### Pin placement, run 1

Scale: 3 px per um. Pins as bars across the die edge, other pins in grey.
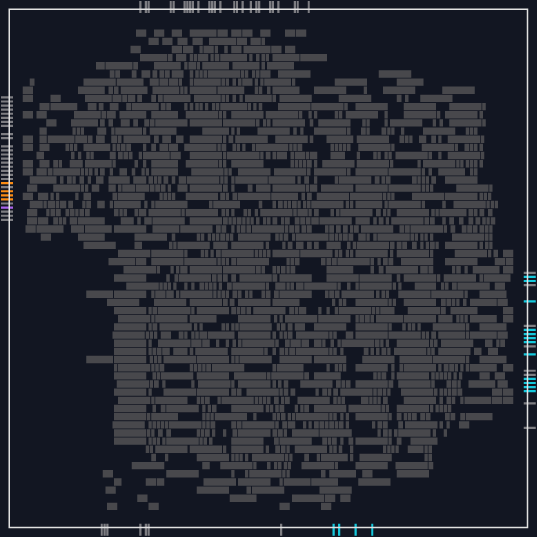
### Placed standard cells, run 1

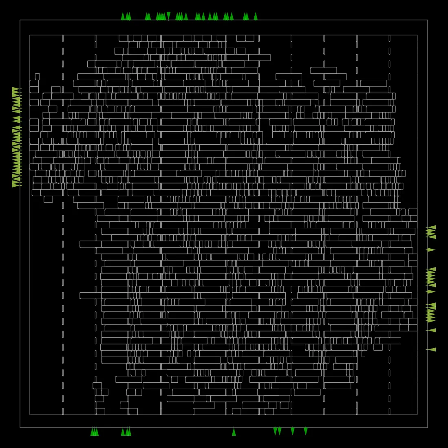
### Wiring by layer, run 1

Scale: 1.5 px per um. Only two layers are drawn.
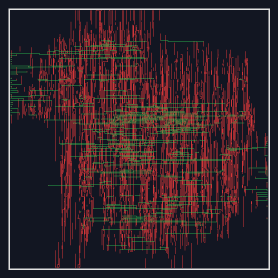
===== src/rtl/cnn_out_capture.sv =====
// cnn_out_capture: result-capture buffer between the CNN core outputs and the
// scan chain. Provides a per-channel last-value latch, an armed capture memory
// (stop-when-full or circular), a MISR signature and a registered readout port.
module cnn_out_capture #(
  parameter int CH    = 2,
  parameter int DW    = 8,
  parameter int DEPTH = 16,
  parameter logic [CH*DW-1:0] POLY = 16'h1021
) (
  input  logic                         clk,
  input  logic                         rst_n,
  input  logic                         valid_i,
  input  logic [CH*DW-1:0]             data_i,
  input  logic                         arm,
  input  logic                         stop,
  input  logic                         wrap_mode,
  input  logic [$clog2(DEPTH)-1:0]     rd_addr,
  output logic [CH*DW-1:0]             rd_data,
  output logic [CH*DW-1:0]             latch_o,
  output logic [CH*DW-1:0]             sig_o,
  output logic [$clog2(DEPTH):0]       count_o,
  output logic [$clog2(DEPTH)-1:0]     wr_ptr_o,
  output logic                         busy_o,
  output logic                         done_o,
  output logic                         overflow_o
);

  localparam int W  = CH * DW;
  localparam int AW = $clog2(DEPTH);

  localparam logic [AW:0] COUNT_FULL = (AW + 1)'(DEPTH);
  localparam logic [AW:0] COUNT_LAST = (AW + 1)'(DEPTH - 1);

  typedef enum logic [1:0] {
    ST_IDLE    = 2'd0,
    ST_CAPTURE = 2'd1,
    ST_DONE    = 2'd2
  } state_t;

  state_t          state_reg;
  state_t          state_next;
  logic            wrap_reg;
  logic [AW-1:0]   wr_ptr_reg;
  logic [AW:0]     count_reg;
  logic [W-1:0]    sig_reg;
  logic [W-1:0]    sig_next;
  logic            overflow_reg;
  logic [W-1:0]    rd_data_reg;
  logic [DW-1:0]   latch_ch [CH];
  logic [W-1:0]    mem [DEPTH];

  logic            cap_we;
  logic            is_full;
  logic            lost_beat;
  logic            overwrite;

  // A beat is stored only in CAPTURE; the arm cycle itself never stores.
  assign cap_we    = (state_reg == ST_CAPTURE) && valid_i && !arm;
  assign is_full   = (count_reg == COUNT_FULL);
  // Stop mode: a beat arriving after the buffer closed is lost.
  assign lost_beat = (state_reg == ST_DONE) && valid_i && !arm && !wrap_reg;
  // Circular mode: once every address holds a beat, each write replaces one.
  assign overwrite = cap_we && wrap_reg && is_full;

  // MISR step: shift left with polynomial feedback, then fold in the beat.
  always_comb begin
    sig_next = {sig_reg[W-2:0], 1'b0} ^ (sig_reg[W-1] ? POLY : '0) ^ data_i;
  end

  // Next-state logic: arm wins from anywhere, stop or fill closes a capture.
  always_comb begin
    state_next = state_reg;
    if (arm) begin
      state_next = ST_CAPTURE;
    end else if (state_reg == ST_CAPTURE) begin
      if (stop) begin
        state_next = ST_DONE;
      end else if (cap_we && !wrap_reg && (count_reg == COUNT_LAST)) begin
        state_next = ST_DONE;
      end
    end
  end

  // State register.
  always_ff @(posedge clk or negedge rst_n) begin
    if (!rst_n) begin
      state_reg <= ST_IDLE;
    end else begin
      state_reg <= state_next;
    end
  end

  // Capture mode is frozen at arm so a scan reload cannot change it mid-run.
  always_ff @(posedge clk or negedge rst_n) begin
    if (!rst_n) begin
      wrap_reg <= 1'b0;
    end else if (arm) begin
      wrap_reg <= wrap_mode;
    end
  end

  // Write pointer, saturating beat count and MISR advance on stored beats.
  always_ff @(posedge clk or negedge rst_n) begin
    if (!rst_n) begin
      wr_ptr_reg <= '0;
      count_reg  <= '0;
      sig_reg    <= '0;
    end else if (arm) begin
      wr_ptr_reg <= '0;
      count_reg  <= '0;
      sig_reg    <= '0;
    end else if (cap_we) begin
      wr_ptr_reg <= wr_ptr_reg + 1'b1;
      sig_reg    <= sig_next;
      if (!is_full) begin
        count_reg <= count_reg + 1'b1;
      end
    end
  end

  // Sticky overflow flag, cleared only by a new arm.
  always_ff @(posedge clk or negedge rst_n) begin
    if (!rst_n) begin
      overflow_reg <= 1'b0;
    end else if (arm) begin
      overflow_reg <= 1'b0;
    end else if (lost_beat || overwrite) begin
      overflow_reg <= 1'b1;
    end
  end

  // Capture memory write port; contents are deliberately not reset.
  always_ff @(posedge clk) begin
    if (cap_we) begin
      mem[wr_ptr_reg] <= data_i;
    end
  end

  // Registered readout; a same-cycle write to the address returns old data.
  always_ff @(posedge clk or negedge rst_n) begin
    if (!rst_n) begin
      rd_data_reg <= '0;
    end else begin
      rd_data_reg <= mem[rd_addr];
    end
  end

  // Per-channel last-value latch follows every beat regardless of state.
  genvar gi;
  generate
    for (gi = 0; gi < CH; gi++) begin : g_latch
      always_ff @(posedge clk or negedge rst_n) begin
        if (!rst_n) begin
          latch_ch[gi] <= '0;
        end else if (valid_i) begin
          latch_ch[gi] <= data_i[gi*DW +: DW];
        end
      end
      assign latch_o[gi*DW +: DW] = latch_ch[gi];
    end
  endgenerate

  assign rd_data    = rd_data_reg;
  assign sig_o      = sig_reg;
  assign count_o    = count_reg;
  assign wr_ptr_o   = wr_ptr_reg;
  assign busy_o     = (state_reg == ST_CAPTURE);
  assign done_o     = (state_reg == ST_DONE);
  assign overflow_o = overflow_reg;

endmodule


===== config.mk =====
export PLATFORM = sky130hd
export DESIGN_NAME = cnn_out_capture
export DESIGN_NICKNAME = d
export VERILOG_FILES = /design/src/rtl/cnn_out_capture.sv
export SDC_FILE = /design/constraint.sdc
export NUM_CORES = 1
export LEC_CHECK = 0
export ABC_AREA = 1
export CAP_MARGIN = 20
export CORE_MARGIN = 4
export CORE_UTILIZATION = 50
export DETAILED_ROUTE_END_ITERATION = 16
export PLACE_DENSITY = 0.81
export SYNTH_ARGS = -nofsm -noshare
export SYNTH_HDL_FRONTEND = slang
export SYNTH_SLANG_ARGS = --single-unit

===== constraint.sdc =====
create_clock -name clk -period 3.39 [get_ports clk]
set_input_delay 0.5085 -clock clk [delete_from_list [all_inputs] [get_ports clk]]
set_output_delay 0.5085 -clock clk [all_outputs]
set_load 0.1 [all_outputs]

==> Flow_metrics.wiki, run 1 <==
== Implementation results ==
{| class="wikitable"
! Metric !! Value
|-
| Critical Path, Cell by Cell || clkdlybuf4s50_1
|-
| Number of cells on the worst reg-to-reg path || 7
|-
| Fraction of final layout cells with drive strength greater than 1 || slightly below 8%
|-
| Count of distinct cell types in the synthesized netlist || 26
|-
| Share of the core filled by cells before placement || 51.3%
|-
| IO buf count || 85
|-
| End of the critical path || wr_ptr_o[1]
|-
| Slowest-stage cell, CP || sky130_fd_sc_hd__clkdlybuf4s50_1
|-
| Number of diodes added for antenna fixing || 0
|-
| Slack of the worst reg-to-reg path || 1.36 ns
|-
| Synthesized registers || 317
|-
| Worst setup slack after layout || 0.718 ns
|-
| Biggest area contributors in the synthesized netlist || sky130_fd_sc_hd__edfxtp_1 57%, sky130_fd_sc_hd__nand2_1 11%, sky130_fd_sc_hd__dfrtp_1 11%
|-
| Number of ports placed on the die boundary || 86
|-
| Power per unit of standard cell area || 580 nW/um^2
|-
| Fin Hold WS || 0.420 ns
|-
| Top register by number of flip-flops || mem
|-
| Result of the run || completed
|-
| Upper clock frequency limit || 0.374 GHz
|-
| Class of the tightest hold or removal check || primary input to async pin
|-
| Remaining max-slew budget at the tightest pin || 20.0%
|-
| Number of global-route vias before repair || 9400
|-
| Primary flip-flop cell chosen by synthesis mapping || sky130_fd_sc_hd__edfxtp_1
|-
| Die Width || 172 um
|-
| Routability congestion estimate from global placement || between 0.9 and 1
|-
| Seq group || roughly 4.4 mW
|-
| Area used by multi-input combinational logic || 3250 sq um
|-
| Adder and majority gate portion of the synthesized area || less than 1%
|-
| Max power group || sequential cells
|-
| Portion of total power attributed to sequential cells || 47.8%
|-
| Crit Path Max Fanout || 5
|-
| Final Hold Viols || 0
|-
| Worst EP required || 2.88 ns
|-
| # Max-Cap Violations || 0
|-
| Clock tree from TritonCTS || built
|-
| Post-route cell area || about 16000 sq um
|-
| Final Max Slew Viols || 0
|-
| Iteration-0 DRC Markers || 1354
|-
| First-pass GRT wire length || 52400 um
|-
| Mapped Area || 13500 sq um
|-
| Highest-count cells in the layout ignoring fill and taps || 413 x sky130_fd_sc_hd__nand2_1, 256 x sky130_fd_sc_hd__edfxtp_1, 214 x sky130_fd_sc_hd__nand3_1
|-
| Int Pwr || about 6.7 mW
|-
| Setup repair after global routing missed its margin || no
|-
| Switching power as a share of total power || 27.4%
|-
| Synthesized netlist cell count || 1308
|-
| Maximum clock skew at final layout || 0.0234 ns
|-
| Post-placement cell area || around 15000 sq um
|-
| Mean instance size in the synthesized netlist || slightly above 10 sq um
|-
| Clock Power || 3.43 mW
|}
Notes on 'Pin placement' above:
Key: `wr_ptr_o` = orange [pins 4, direction output, edge west]; `arm` = purple [pins 1, direction input, edge west]; `rd_data` = cyan [pins 16, direction output, edge 12 east, 4 south]
All pins by edge: 29 west, 26 north, 20 east, 11 south.

Notes on 'Placed standard cells' above:
num rows: 59
fin util: 60.3%

Notes on 'Wiring by layer' above:
Key: M3 = green [wire length 3660 um]; M2 = red [wire length 16700 um]

## run 1: metal layers
metal / share of wire [%] / global-route usage (%) / up-vias
met5: 0 / 0 / -
met4: 4.0 / 8.54 / 0
met3: 11 / 4.57 / 114
met2: 48 / 38.5 / 608
met1: 37 / 31.1 / 4539
li1: - / - / 4401
## run 1: cell type report
type | instances | area share (%)
Clock buffer | 51 | 6.01
Clock inverter | 6 | 0.505
Inverter | 215 | 5.10
Multi-Input combinational cell | 716 | 20.5
Sequential cell | 317 | 58.1
Tap cell | 335 | 2.64
Timing Repair Buffer | 122 | 7.09
## run 1: what timing repair did
action,in CTS,in global routing
endpoints found under the setup margin,0,0
hold buffers,1,0
hold endpoints to repair,15,0
buffers inserted,0,0
## Run 2: what changed since run 1
- clock period: 3.39 -> 2.7 ns (I/O delays scaled with it)
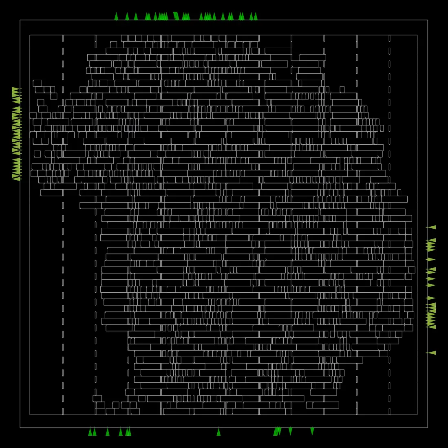
*Placed standard cells, run 2*
fillers: 2017
flip-flop and latch share of the layout cell area: 58.0%

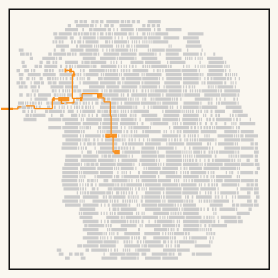
*Wires at chosen ports, followed through buffers, run 2*
Scale: 1.5 px per um.
Key: `arm` = orange [bits 1, direction input, edge west, end cells 10, buffers 2, wire 153 um]

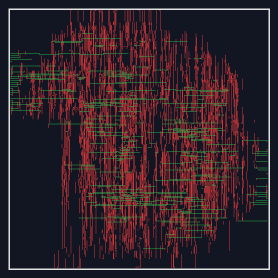
*Wiring by layer, run 2*
Scale: 1.5 px per um. Only two layers are drawn.
Key: M2 = red [wire length 16200 um]; M3 = green [wire length 3080 um]

==> run 2 against run 1 <==
  * Synthesized cell count stayed put
  * Largest power group unchanged
  * Via count is 0.27% higher
  * Critical path depth is 2 higher
  * Cell area is 0.22% higher
  * Setup slack worse by 0.035 ns
==> Flow_metrics.wiki, run 2 <==
== Implementation results ==
{| class="wikitable"
! Metric !! Value
|-
| Result of the run || completed
|-
| Final Max Slew Viols || 0
|-
| Post-CTS setup-driven buffer insertion count || 0
|-
| Non-clock buffer instance count of the final layout || between 100 and 150
|-
| Setup repair after global routing missed its margin || no
|-
| Die Width || about 170 um
|-
| Sequential cells || 317
|-
| Clock tree from TritonCTS || built
|-
| Switching power as a share of total power || 27.7%
|-
| Number of ports placed on the die boundary || about 86
|-
| Number of global-route vias before repair || around 9400
|-
| Int Pwr || roughly 8.4 mW
|-
| Slowest-stage cell, CP || sky130_fd_sc_hd__dfrtp_1
|-
| Crit Path Max Fanout || 3
|-
| Mean instance size in the synthesized netlist || 10.3 sq um
|-
| Final Hold Viols || 0
|-
| Area-dominant cell class after layout || flip-flops and latches
|-
| Mapped Area || 13500 sq um
|-
| Top sig layer || met4
|-
| Routability congestion estimate from global placement || between 0.8 and 0.9
|-
| Critical Path, Cell by Cell || inv_1 > nor2_1 > buf_4
|-
| N_taps || 335
|-
| Portion of total power attributed to sequential cells || 47.6%
|-
| Wire length on met3 || 3080 um
|-
| # Max-Cap Violations || 0
|-
| IO buf count || 85
|-
| Biggest area contributors in the synthesized netlist || sky130_fd_sc_hd__edfxtp_1 57%, sky130_fd_sc_hd__nand2_1 11%, sky130_fd_sc_hd__dfrtp_1 11%
|-
| Worst EP required || 2.30 ns
|-
| Upper clock frequency limit || 0.496 GHz
|-
| Number of diodes added for antenna fixing || 0
|-
| Slack of the worst reg-to-reg path || 0.71 ns
|-
| Number of cells on the worst reg-to-reg path || 7
|-
| Iteration-0 DRC Markers || 1081
|-
| Synthesized registers || 317
|-
| Met2 WL post-DR || 16200 um
|-
| Clock buf count || 48
|-
| Highest-count cells in the layout ignoring fill and taps || 413 x sky130_fd_sc_hd__nand2_1, 256 x sky130_fd_sc_hd__edfxtp_1, 214 x sky130_fd_sc_hd__nand3_1
|-
| Remaining max-slew budget at the tightest pin || 52.4%
|-
| Logic share of the area || 20.5%
|-
| Maximum clock skew at final layout || 0.0327 ns
|-
| Clock network share of area || about 6.6%
|-
| Met1 routed wirelength after detailed routing || 13100 um
|-
| Worst setup slack after layout || 0.683 ns
|-
| Power per unit of standard cell area || 729 nW/um^2
|-
| Post-placement cell area || 14800 sq um
|-
| Invs w/o clock || 215
|-
| Synthesized netlist cell count || 1308
|-
| End of the critical path || done_o
|}
[run 2: power groups by stage]
stage	sequential, mW	combinational (mW)	clock, mW
final	5.52	1.68	4.39
after global routing	5.53	1.77	4.66
after CTS	5.52	1.68	4.43
after detailed placement	5.61	1.67	0
after global placement	5.61	1.64	0
after floorplan	6.24	0.496	0
[run 2: metal layers]
metal  global-route usage, %  vias to the layer above
met5                       0                        -
met1                    30.7                     4611
met2                    36.9                      550
li1                        -                     4446
met3                    4.48                       81
met4                    8.61                        0
[run 2: cell families after synthesis]
group	synth area share [%]
simple gates	20.9
flops	68.3
buf+inv	8.08
compound gates	1.09
xor+xnor	0.974
fa+ha+maj	0.649
[run 2: worst max-delay path: cells and delay by family, from the launching register on]
kind,cells,cell delay [ns]
buf+inv,2,0.43
simple gates,1,0.25
flops,1,0.42
No activity file was given, so power comes from the tool's default toggle rates.
